Fig. 1: zoomed window
Scale bar: 5 um. Window x 83 to 103, y 83 to 103 um. Cells in gray, sequential cells in the stronger gray; small squares are vias.
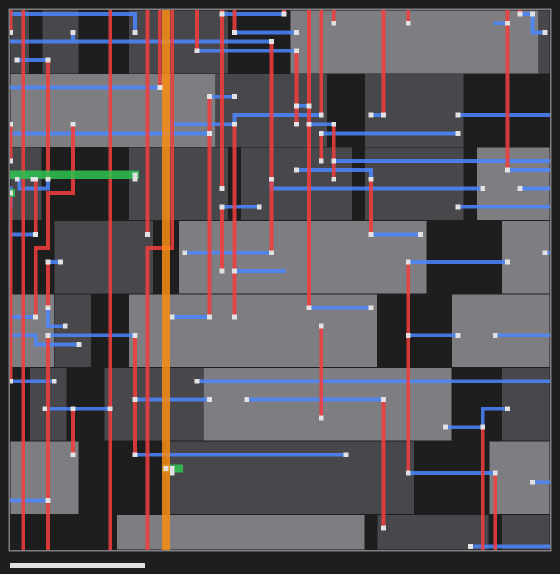
Fig. 2: routed metal, one color a layer
Scale bar: 20 um. Two of the layers only.
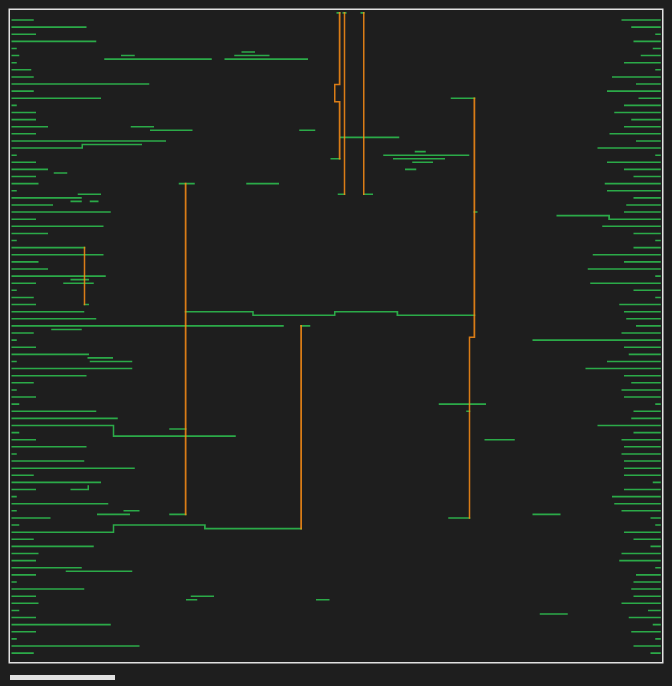
Fig. 3: M1 wires
Scale bar: 20 um.
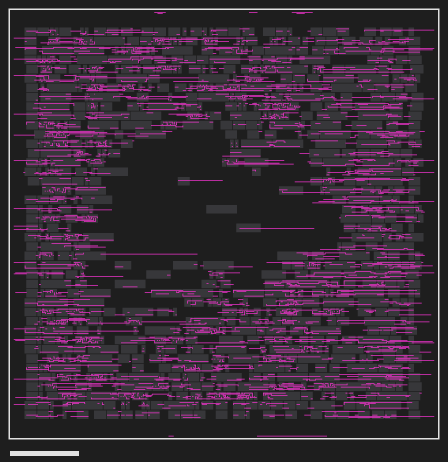
### src/rtl/dmem_access_ctrl_pkg.sv
// dmem_access_ctrl_pkg: shared bus widths, FSM state encoding and the full-width
// access type used for debug transfers.
package dmem_access_ctrl_pkg;

    localparam int DATA_BUS_BITS     = 32;
    localparam int MEM_TYPE_BUS_BITS = 3;
    localparam int MT_FULL           = 2;

    typedef enum logic [2:0] {
        ST_IDLE,
        ST_CORE_REQ,
        ST_CORE_WAIT,
        ST_DBG_REQ,
        ST_DBG_WAIT
    } dmem_st_e;

    function automatic logic is_wait(dmem_st_e s);
        return s == ST_CORE_WAIT || s == ST_DBG_WAIT;
    endfunction

    function automatic logic is_dbg(dmem_st_e s);
        return s == ST_DBG_REQ || s == ST_DBG_WAIT;
    endfunction

endpackage

### src/rtl/dmem_access_ctrl_if.sv
// dmem_access_ctrl_if: req/gnt/rvalid data-memory port; master issues, slave responds.
interface dmem_access_ctrl_if
    import dmem_access_ctrl_pkg::*;
#(
    parameter int DATA_W = DATA_BUS_BITS,
    parameter int MT_W   = MEM_TYPE_BUS_BITS
);

    logic              mem_req;
    logic              mem_we;
    logic [MT_W-1:0]   mem_type;
    logic [DATA_W-1:0] mem_addr;
    logic [DATA_W-1:0] mem_wdata;
    logic              mem_gnt;
    logic              mem_rvalid;
    logic [DATA_W-1:0] mem_rdata;

    modport master (
        output mem_req, mem_we, mem_type, mem_addr, mem_wdata,
        input  mem_gnt, mem_rvalid, mem_rdata
    );

    modport slave (
        input  mem_req, mem_we, mem_type, mem_addr, mem_wdata,
        output mem_gnt, mem_rvalid, mem_rdata
    );

endinterface

### src/rtl/dmem_access_ctrl_starve_cnt.sv
// dmem_access_ctrl_starve_cnt: saturating count of cycles the debug port waited, with clear.
module dmem_access_ctrl_starve_cnt #(
    parameter int LIMIT = 8
) (
    input  logic clk,
    input  logic reset,
    input  logic inc,
    input  logic clr,
    output logic sat
);

    localparam int W = $clog2(LIMIT + 1);

    logic [W-1:0] cnt;

    assign sat = cnt == W'(LIMIT);

    always_ff @(posedge clk or negedge reset)
        if (!reset)
            cnt <= '0;
        else if (clr)
            cnt <= '0;
        else if (inc && !sat)
            cnt <= cnt + 1'b1;

endmodule

### src/rtl/dmem_access_ctrl.sv
// dmem_access_ctrl: MEM-stage data-memory sequencer sharing one port between core and debug.
// Define DMEM_TIMEOUT_EN to add a response timeout with a sticky mem_err flag.
module dmem_access_ctrl
    import dmem_access_ctrl_pkg::*;
#(
    parameter int DATA_W       = DATA_BUS_BITS,
    parameter int MT_W         = MEM_TYPE_BUS_BITS,
    parameter int STARVE_LIMIT = 8,
    parameter int TIMEOUT      = 64
) (
    input  logic              clk,
    input  logic              reset,
    input  logic              core_valid,
    input  logic              core_we,
    input  logic [MT_W-1:0]   core_type,
    input  logic [DATA_W-1:0] core_addr,
    input  logic [DATA_W-1:0] core_wdata,
    output logic              core_stall,
    output logic [DATA_W-1:0] core_rdata,
    input  logic              dbg_valid,
    input  logic              dbg_we,
    input  logic [DATA_W-1:0] dbg_addr,
    input  logic [DATA_W-1:0] dbg_wdata,
    output logic              dbg_ready,
    output logic [DATA_W-1:0] dbg_rdata,
    dmem_access_ctrl_if.master mem,
    output logic              mem_err
);

    dmem_st_e          state;
    logic              starved;
    logic              dbg_win;
    logic              to_hit;
    logic              done;
    logic [DATA_W-1:0] rdata_eff;

    assign dbg_win    = dbg_valid && (!core_valid || starved);
    assign done       = is_wait(state) && (mem.mem_rvalid || to_hit);
    assign rdata_eff  = mem.mem_rvalid ? mem.mem_rdata : '0;
    assign core_stall = core_valid && !(state == ST_CORE_WAIT && done);
    assign core_rdata = (state == ST_CORE_WAIT && done) ? rdata_eff : '0;
    assign dbg_ready  = state == ST_DBG_WAIT && done;

    dmem_access_ctrl_starve_cnt #(.LIMIT(STARVE_LIMIT)) u_starve (
        .clk  (clk),
        .reset(reset),
        .inc  (dbg_valid && !is_dbg(state)),
        .clr  (state == ST_IDLE && dbg_win),
        .sat  (starved)
    );

    // Request fields are captured on the IDLE exit so they stay stable until gnt.
    always_ff @(posedge clk or negedge reset)
        if (!reset) begin
            state         <= ST_IDLE;
            mem.mem_req   <= 1'b0;
            mem.mem_we    <= 1'b0;
            mem.mem_type  <= '0;
            mem.mem_addr  <= '0;
            mem.mem_wdata <= '0;
            dbg_rdata     <= '0;
        end else begin
            case (state)
                ST_IDLE:
                    if (dbg_win) begin
                        state         <= ST_DBG_REQ;
                        mem.mem_req   <= 1'b1;
                        mem.mem_we    <= dbg_we;
                        mem.mem_type  <= MT_W'(MT_FULL);
                        mem.mem_addr  <= dbg_addr;
                        mem.mem_wdata <= dbg_wdata;
                    end else if (core_valid) begin
                        state         <= ST_CORE_REQ;
                        mem.mem_req   <= 1'b1;
                        mem.mem_we    <= core_we;
                        mem.mem_type  <= core_type;
                        mem.mem_addr  <= core_addr;
                        mem.mem_wdata <= core_wdata;
                    end
                ST_CORE_REQ, ST_DBG_REQ:
                    if (mem.mem_gnt) begin
                        state       <= state == ST_CORE_REQ ? ST_CORE_WAIT : ST_DBG_WAIT;
                        mem.mem_req <= 1'b0;
                    end
                ST_CORE_WAIT:
                    if (done)
                        state <= ST_IDLE;
                ST_DBG_WAIT:
                    if (done) begin
                        state     <= ST_IDLE;
                        dbg_rdata <= rdata_eff;
                    end
                default:
                    state <= ST_IDLE;
            endcase
        end

`ifdef DMEM_TIMEOUT_EN
    localparam int TW = $clog2(TIMEOUT + 1);

    logic [TW-1:0] tcnt;

    assign to_hit = is_wait(state) && tcnt == TW'(TIMEOUT - 1);

    always_ff @(posedge clk or negedge reset)
        if (!reset) begin
            tcnt    <= '0;
            mem_err <= 1'b0;
        end else begin
            tcnt <= (is_wait(state) && !done) ? tcnt + 1'b1 : '0;
            if (to_hit && !mem.mem_rvalid)
                mem_err <= 1'b1;
        end
`else
    logic unused_timeout;

    assign unused_timeout = TIMEOUT != 0;
    assign to_hit         = 1'b0;
    assign mem_err        = 1'b0;
`endif

endmodule

### src/flat_wrapper.sv
// flat-port wrapper written by rule: the top's interface ports become plain ports
module dmem_access_ctrl_flat import dmem_access_ctrl_pkg::*;
#(
    parameter int DATA_W       = DATA_BUS_BITS,
    parameter int MT_W         = MEM_TYPE_BUS_BITS,
    parameter int STARVE_LIMIT = 8,
    parameter int TIMEOUT      = 64
)
  (clk, reset, core_valid, core_we, core_type, core_addr, core_wdata, core_stall, core_rdata, dbg_valid, dbg_we, dbg_addr, dbg_wdata, dbg_ready, dbg_rdata, mem_err, mem_mem_req, mem_mem_we, mem_mem_type, mem_mem_addr, mem_mem_wdata, mem_mem_gnt, mem_mem_rvalid, mem_mem_rdata);
  dmem_access_ctrl_if #(.DATA_W(DATA_W), .MT_W(MT_W)) mem_i ();
  input  logic clk;
  input  logic reset;
  input  logic core_valid;
  input  logic core_we;
  input  logic [MT_W-1:0] core_type;
  input  logic [DATA_W-1:0] core_addr;
  input  logic [DATA_W-1:0] core_wdata;
  output logic core_stall;
  output logic [DATA_W-1:0] core_rdata;
  input  logic dbg_valid;
  input  logic dbg_we;
  input  logic [DATA_W-1:0] dbg_addr;
  input  logic [DATA_W-1:0] dbg_wdata;
  output logic dbg_ready;
  output logic [DATA_W-1:0] dbg_rdata;
  output logic mem_err;
  output wire logic [$bits(mem_i.mem_req)-1:0] mem_mem_req;
  output wire logic [$bits(mem_i.mem_we)-1:0] mem_mem_we;
  output wire logic [$bits(mem_i.mem_type)-1:0] mem_mem_type;
  output wire logic [$bits(mem_i.mem_addr)-1:0] mem_mem_addr;
  output wire logic [$bits(mem_i.mem_wdata)-1:0] mem_mem_wdata;
  input wire logic [$bits(mem_i.mem_gnt)-1:0] mem_mem_gnt;
  input wire logic [$bits(mem_i.mem_rvalid)-1:0] mem_mem_rvalid;
  input wire logic [$bits(mem_i.mem_rdata)-1:0] mem_mem_rdata;
  assign mem_mem_req = mem_i.mem_req;
  assign mem_mem_we = mem_i.mem_we;
  assign mem_mem_type = mem_i.mem_type;
  assign mem_mem_addr = mem_i.mem_addr;
  assign mem_mem_wdata = mem_i.mem_wdata;
  assign mem_i.mem_gnt = mem_mem_gnt;
  assign mem_i.mem_rvalid = mem_mem_rvalid;
  assign mem_i.mem_rdata = mem_mem_rdata;
  dmem_access_ctrl #(.DATA_W(DATA_W), .MT_W(MT_W), .STARVE_LIMIT(STARVE_LIMIT), .TIMEOUT(TIMEOUT)) u_core (.clk(clk), .reset(reset), .core_valid(core_valid), .core_we(core_we), .core_type(core_type), .core_addr(core_addr), .core_wdata(core_wdata), .core_stall(core_stall), .core_rdata(core_rdata), .dbg_valid(dbg_valid), .dbg_we(dbg_we), .dbg_addr(dbg_addr), .dbg_wdata(dbg_wdata), .dbg_ready(dbg_ready), .dbg_rdata(dbg_rdata), .mem(mem_i), .mem_err(mem_err));
endmodule
### config.mk
export PLATFORM = sky130hd
export DESIGN_NAME = dmem_access_ctrl_flat
export DESIGN_NICKNAME = d
export VERILOG_FILES = /design/src/rtl/dmem_access_ctrl_pkg.sv /design/src/rtl/dmem_access_ctrl_if.sv /design/src/rtl/dmem_access_ctrl_starve_cnt.sv /design/src/rtl/dmem_access_ctrl.sv /design/src/flat_wrapper.sv
export SDC_FILE = /design/constraint.sdc
export NUM_CORES = 1
export LEC_CHECK = 0
export CAP_MARGIN = 5
export CORE_MARGIN = 4
export CORE_UTILIZATION = 38
export DETAILED_ROUTE_END_ITERATION = 12
export PLACE_DENSITY = 0.85
export REMOVE_ABC_BUFFERS = 1
export SLEW_MARGIN = 20
export SYNTH_ARGS = -nofsm -noshare
export SYNTH_HDL_FRONTEND = slang
export SYNTH_HIERARCHICAL = 1
export SYNTH_SLANG_ARGS = --single-unit
### constraint.sdc
create_clock -name clk -period 2.16 [get_ports clk]
set_clock_uncertainty 0.15 [all_clocks]
set_input_delay 0.216 -clock clk [delete_from_list [all_inputs] [get_ports clk]]
set_output_delay 0.216 -clock clk [all_outputs]
set_load 0.01 [all_outputs]
==> results.cfg <==
; flow metrics
[status]
outcome = completed

[clocking]
post_cts_resize_count = 121
cts_post_setup_buffers_inserted = 7
root_buffer_cell = clkbuf_16
clkTransAtPathRegs_ns = 0.07
cts-root-to-sink-buffers = 2
cts_tree = built
htreeDepth = 3
clock.latency.late_pin_ns = 0.34
clock_sink_count = 108
ctsHoldBuffers = 1
number_of_buffers_created_by_cts = 9

[synth]
yosysCellCount = 520
enable_flop_cells = 0
synth-seq-cells = 108
postSynthCellCount = 520
netlist_area_um2 = 5170
average_size_of_a_mapped_cell_um2 = 9.94
yosysUniqueCellTypes = 36
yosys.stat.chipArea_um2 = 5170
seq_area_frac_synth_pct = 52.3
synth_top_flop_cell = dfrtp_1
postSynth.asyncResetShare_pct = 100
synth.yosys.warnings = 6

[timing]
period_minus_ws_final_ns = 2.15
final.period_utilization_pct = 99.5
fin_ws_ns = 0.0105
timing_max_transition_violations_final = 0
final.setup.tns_ns = 0
hold_violations = 0
grt_setup_unrepaired = yes
fmax_ghz = 0.465
whs_ns = 0.163
setup_viol = 0

[layout]
finish.instance_area_um2 = 8990
finish.net_count = 1015
layout.core_utilization_pct = 67.6
syn_to_final_growth_pct = 73.9
n_fill_cell = 972
antenna_cells = 0
drive_gt1_share_pct = 15.5
post_layout_nonfiller_instances = 1021

[worst_setup_path]
crit_path_max_incr_delay_ns = 0.45
crit_path_frequent_cell = buf_6
cp_max_fo = 5
cp_slowest_cell = dfrtp_2
crit_buf_inv = 5
crit_path_cell_trace = nor4b_4 -> buf_4 -> clkbuf_16 -> buf_8 -> buf_6 -> and2_4 -> buf_6
cp.arrival_ns = 1.78
crit_path_end_kind = primary output
setup_crit_path_kind = flop to primary output
timing.critical_path.from_type = flop
required_ns = 1.79
cp_top_family = buffers and inverters

[placement]
place_inst = 992
placement.setup.worst_slack_ns = -0.104
count_of_input_and_output_buffers = 305
dp_hpwl_mm = 12.8
placed_area_um2 = 8600
gp_congestion = 0.824

[run]
timing.max_cap.violations = 0
tool_warnings = 29

[drt]
vias = 4996
route.detailed.drc = 0
detail_route.vias_per_cell = 4.89
route.detailed.wl_per_inst_um = 16.8
route.antenna.remaining_nets = 0
totalWireLength_mm = 17.1
detailedRoute.firstIterationViolations = 581
length_of_the_first_detailed_routing_pass_in_iterations = 9

[worst_hold_path]
worst_min_delay_path_category = input pin to async pin

[floorplan]
ioPinCount = 307
core_area_um2 = 13300
chipWidth_um = 125
die_area_um2 = 15500
initial_core_util_pct = 38.9
die_h_um = 125
core.rowCount = 42

[power]
power.density_nw_per_um2 = 1200
cellLeakagePower_uw = 0.00463
worst_vdd_drop_uv = 573
power_uw = 10800

[global_routing]
global_route.overflow_total = 0
grt_antenna_before_repair = 0
pin_count_of_the_biggest_net_entering_global_routing = 38
grt_pass1_vias = 5168
globalRouteTotalUtil_pct = 21.6
global_route_wire_length_before_repair_mm = 27.0
About Fig. 1:
metal 4 -> orange
metal 2 -> red
metal 1 -> blue
metal 3 -> green
netlist names of flops here include = `u_core/dbg_rdata` (4), `u_core/mem.mem_addr` (1)
most frequent = clkdlybuf4s50_1 (6), dfrtp_1 (5), inv_1 (3)
cells with their middle in the window = 18
sequential cells in the window = 5

About Fig. 2:
metal 4 -> orange  # wire length 293 um
metal 3 -> green  # wire length 1,710 um

About Fig. 3:
main direction = horizontal
wire length on this layer = 6,220 um
longest straight run = 34.5 um

## routing by layer
layer  global-route usage, %  part of all wire (%)  up-vias
met5                       0                     0        -
met4                    6.96                   1.7        0
li1                        -                     -     2326
met3                    7.20                    10       19
met1                    23.6                    36     2381
met2                    39.2                    52      270
## layout make-up
type / instances / area [um^2] / share of cell area (%)
timing repair buffer: 342 / 3420 / 38.1
multi-input combinational: 182 / 1620 / 18.0
inverter: 199 / 747 / 8.31
tap: 176 / 220 / 2.45
clock buffer: 13 / 270 / 3.01
clock inverter: 1 / 7.51 / 0.0835
sequential: 108 / 2700 / 30.1
## sequential cells by signal, indices dropped and copies added, names as in the netlist
name,flops
u_core/state,3
u_core/mem.mem_req,1
u_core/mem.mem_wdata,32
u_core/mem.mem_type,3
u_core/mem.mem_we,1
u_core/u_starve/cnt,4
u_core/mem.mem_addr,32
u_core/dbg_rdata,32
## path summary, 6_finish.rpt
check / cells after the start / slack, ns / endpoint / from
worst max-delay path: 7 / 0.01 / core_rdata[9] / u_core/state[0]$_DFFE_PN0P_
worst min-delay path: 2 / 0.16 / u_core/mem.mem_wdata[16]$_DFFE_PN0P_ / reset
worst max register to register: 7 / 0.10 / u_core/mem.mem_addr[6]$_DFFE_PN0P_ / u_core/state[1]$_DFFE_PN0P_
worst min register to register: 1 / 0.34 / u_core/dbg_rdata[27]$_DFFE_PN0P_ / u_core/dbg_rdata[27]$_DFFE_PN0P_
max in group asynchronous: 3 / 1.15 / u_core/dbg_rdata[28]$_DFFE_PN0P_ / reset
min in group clk: 3 / 0.28 / u_core/mem.mem_wdata[6]$_DFFE_PN0P_ / core_wdata[6]
## synthesized netlist by cell type (2+ instances only)
cell type	n	share of area, %
clkbuf_1	14	1.0
a21oi_1	2	0.19
ha_1	2	0.48
and2_1	32	3.9
dfrtp_1	108	52
nor2b_1	2	0.24
a222oi_1	65	13
buf_2	11	1.1
nand2_1	8	0.58
inv_1	199	14
o21ai_0	9	0.87
buf_6	4	0.87
mux2_1	7	1.5
mux2_2	26	5.7
nor2_1	6	0.44
nand2b_1	3	0.36
buf_4	2	0.29
and3_1	2	0.24
## power breakdown
part           total, uW  internal (uW)  switching, uW  leakage, uW
Clock               1560            865            695     0.000134
Sequential          3550           3020            531      0.00124
Combinational       5680           3270           2410      0.00325
## layout by cell type (no fill, tap or decap), types with 2 or more instances in the layout
cell               n
dfrtp_1          107
nor2_1             5
clkbuf_16         10
mux2_2            26
nand2b_1           3
mux2_1             7
buf_4             19
clkbuf_8           3
and2_1            21
and2_4            11
buf_2             17
inv_1            198
buf_12            11
nand2_1            8
clkbuf_2           6
a222oi_1          65
o21ai_0            9
buf_6             14
ha_1               2
clkdlybuf4s50_1  270
a21oi_1            2
## cells by family (layout without fill, tap and decap cells)
| kind of cell | count (synthesis) | in the layout | synth area share, % |
|---|---|---|---|
| flops | 108 | 108 | 52.3 |
| simple gates | 61 | 61 | 7.09 |
| buf+inv | 230 | 555 | 17.7 |
| mux | 35 | 35 | 7.67 |
| fa+ha+maj | 2 | 2 | 0.484 |
| xor+xnor | 1 | 1 | 0.169 |
| compound gates | 82 | 82 | 14.6 |
| other cells | 1 | 1 | 0.0725 |
Power and IR drop assume default switching activity.
